==> config.mk <==
export PLATFORM = sky130hd
export DESIGN_NAME = latency_driver
export DESIGN_NICKNAME = d
export VERILOG_FILES = /design/src/rtl/latency_driver.sv
export SDC_FILE = /design/constraint.sdc
export NUM_CORES = 1
export LEC_CHECK = 0
export CAP_MARGIN = 20
export CORE_UTILIZATION = 30
export CTS_BUF_LIST = sky130_fd_sc_hd__clkbuf_4 sky130_fd_sc_hd__clkbuf_8
export DETAILED_ROUTE_END_ITERATION = 16
export GPL_ROUTABILITY_DRIVEN = 1
export PLACE_DENSITY = 0.62
export RECOVER_POWER = 25
export SYNTH_ARGS = -nofsm -noshare
export SYNTH_HDL_FRONTEND = slang
export SYNTH_SLANG_ARGS = --single-unit
export TNS_END_PERCENT = 10
==> constraint.sdc <==
create_clock -name clk_dut -period 2.6 [get_ports clk_dut]
set_clock_uncertainty 0.2 [all_clocks]
set_input_delay 0.39 -clock clk_dut [delete_from_list [all_inputs] [get_ports clk_dut]]
set_output_delay 0.39 -clock clk_dut [all_outputs]
set_load 0.05 [all_outputs]
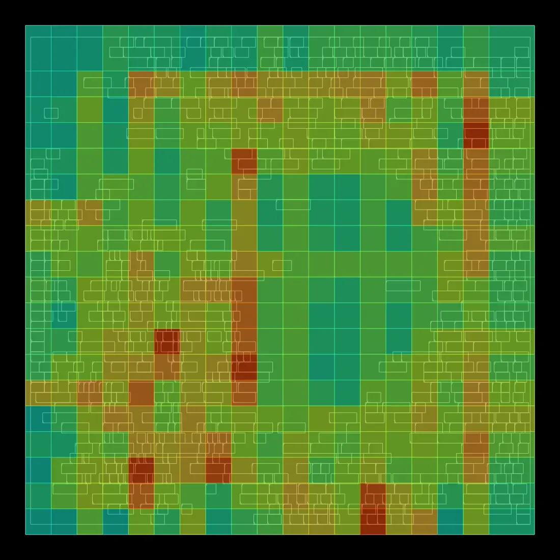
(congestion heat map)
grt peak-use layer: met2
routing usage on met3: 4.400%

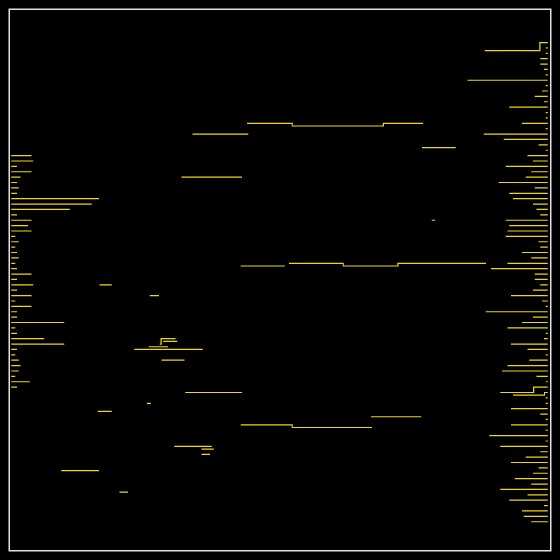
(signal wires on met3)
The longest straight run is 23.0 µm. The layer carries 932 µm of wire. The wires run mostly horizontal. The layer holds 7.3% of the routed length. 148 nets have wire on it.
final WL: 12.84 mm
via count: 4,039

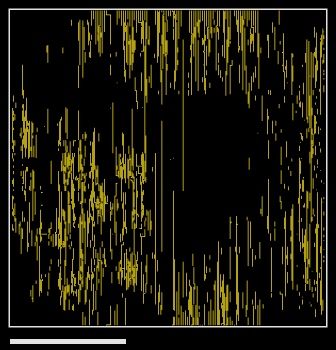
(met2 routing)
Scale bar: 50 µm.
The layer carries 6,540 µm of wire. The layer holds 51% of the routed length. 695 nets have wire on it. The longest straight run is 73.4 µm.
M2 GR Usage: 23.63%

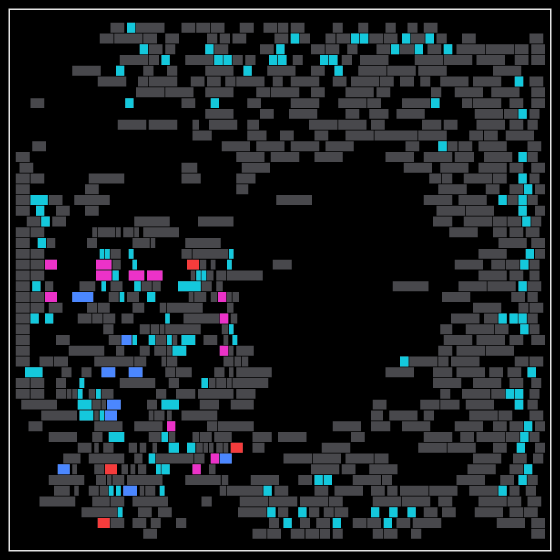
(selected gate families)
Red is XOR/XNOR gates, cells 4, where bottom left. Magenta is AND and OR gates, cells 12. Blue is AND-OR and OR-AND gates, cells 9, where bottom left. Cyan is NOR gates, cells 113, where all over the die.
fraction of area in multi-input gates: 19.21%
dominant logic cell type in the layout: clkdlybuf4s50_1
final cell count without fillers: 924

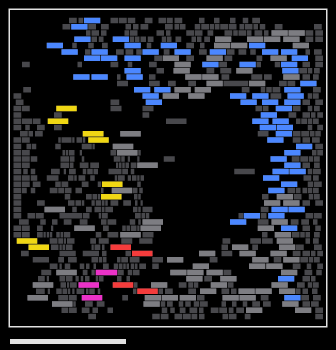
(where the registers sit)
Scale bar: 50 µm. Other sequential cells in the stronger grey, the rest of the logic in the fainter grey.
Blue is g_dly.dly_b, flops 64. Red is settle_cnt, flops 4, where bottom middle. Magenta is state, flops 3. Yellow is o_latency, flops 8, where left middle.
Another 78 sequential cells are not coloured.
Sequential Area: 3289 µm²
sequential cell power: 2.54 mW
final core occ: 46.18%
sequential share of cell area: 40.75%

==> flow_summary.toml <==
# implementation run metrics
[timing]
holdWs_ns = 0.1259
maxSlewViolCount = 0
min_period_over_period_pct = 94.91
rsz0062_at_grt = "false"
fin_crit_ns = 2.468
worst_slew_pin_slew_ns = 0.5323
finalWorstSetupSlack_ns = 0.1322
fmax_mhz = 405.2
hold_violations = 0
setup_violations = 0
relSlewSlack_pct = 64.40

[floorplanning]
dieArea_um2 = 18610
pin_count = 243
die_y_um = 136.4
core_area_um2 = 17480
die_w_um = 136.4
floorplan.core_util_pct = 31.01
num_rows = 48

[clocking]
cts_tree = "built"
cts_resized = 0
htree_num_levels = 4
insertion_delay_ns = 0.43
cts_num_sinks = 157
cts_root_buf = "clkbuf_8"
clkTransAtPathRegs_ns = 0.09
postCtsSetupBuffers = 0
clk_path_buf_depth = 2
cts_inserted_buffers = 17
cts_hold_buf = 0

[global_routing]
grt_pass1_vias = 3814
overflow = 0
grt_usage_pct = 13.11
grt_pass1_wl_mm = 18.50
globalRouteMet1Util_pct = 14.09
grt_max_degree = 68
antenna_found_initial = 0

[setup_path]
critPathArrivalTime_ns = 1.88
reg2reg_slack_ns = 0.27
critPathMaxFanout = 33
start_kind = "flip-flop"
crit_buf_inv = 4
path_depth = 7
critPathKind = "flip-flop to output port"
end_kind = "output port"
cp.required_ns = 2.01
crit_chain = "inv_1 -> nand2_2 -> nor2_4 -> buf_12 -> clkbuf_16 -> nor2b_1 -> buf_4"
ff2ff_path_depth = 9
crit_family = "buffers and inverters"
cp_slowest_cell = "dfrtp_1"
crit_path_max_incr_delay_ns = 0.42

[job]
warning_count = 27
cap_violations = 0

[synth]
yosys_area_um2 = 5419
netlist_area_um2 = 5419
enable_flop_cells = 0
most_common_cell = "dfxtp_1"
syn_inst = 479
synthAdderAreaFrac_pct = 0.9236
synthTopCellsByCount = "128 x dfxtp_1, 67 x buf_4, 66 x nor2b_1"
synth_nets = 582
flop_cell = "dfxtp_1"
postSynthAreaPerCell_um2 = 11.31
simple_gate_area_share_pct = 18.70
xor_share_pct = 0.6465
synth-warning-count = 0
top_area_cell = "dfxtp_1"
ys_types = 53
synth_flops = 157
ys_sh_mux_pct = 0.2078
yosys_cells = 479
synth_async_sr_flop_share_pct = 18.47
top_logic_kind = "simple AND/OR/NAND/NOR gates"
area_leaders = "dfxtp_1 47%, dfrtp_1 13%, buf_4 9.3%"
ys_seq_share_pct = 60.68
ys_sh_aoi_pct = 7.943
top_cell_area_share_pct = 47.29

[cells_and_area]
antenna_cells = 0
logic_area_um2 = 1550
finalNetCount = 789
lay_top_cells = "158 x clkdlybuf4s50_1, 128 x dfxtp_1, 89 x buf_4"
layout-drive-gt1-share_pct = 20.46
fillers = 1608
area_delta_synth_final_pct = 48.95

[detailed_routing]
first_pass_iters = 4
drtIter0Drc = 156
routedWlPerCell_um = 13.89
post_drt_via_cell_ratio = 4.371
drc = 0
ant_nets = 0

[placed_design]
port_buffers = 242
dp_hpwl_mm = 9.202
dp.cells = 889
preCtsSetupSlack_ns = -0.2967
gp_congestion = 0.8285

[min_path]
min_path_cells = 0
hp-class = "flip-flop to flip-flop"

[pwr]
vdd_ir_drop_max_mv = 0.3281
post-layout-total-power_mw = 5.057
p_leak_nw = 3.333
p_per_area_nw_per_um2 = 626.5

[status]
outcome = "finished clean"
[layer usage]
metal	wire length [µm]	vias up
li1	-	1969
met1	5194	1881
met2	6538	178
met3	932	11
met4	172	0
met5	0	-
[per-stage QoR]
step,setup TNS [ns],instance area (µm²)
2_1_floorplan,0,5419
3_3_place_gp,-0.4703,7606
3_5_place_dp,-2.138,7606
4_1_cts,0,7998
5_1_grt,0,8071
6_report,0,8071
[area by class of cell]
type / count / area share [%]
sequential: 157 / 40.75
timing repair buffer: 270 / 31.47
multi-input combinational: 235 / 19.21
tap: 225 / 3.488
clock buffer: 18 / 2.992
clock inverter: 14 / 1.860
inverter: 5 / 0.2325
[where the power goes]
group	internal, mW	switching (mW)	leakage, nW
Clock	0.804	0.945	0.195
Sequential	2.51	0.0236	1.44
Combinational	0.298	0.472	1.69
Power is estimated from default activity; no workload was simulated.
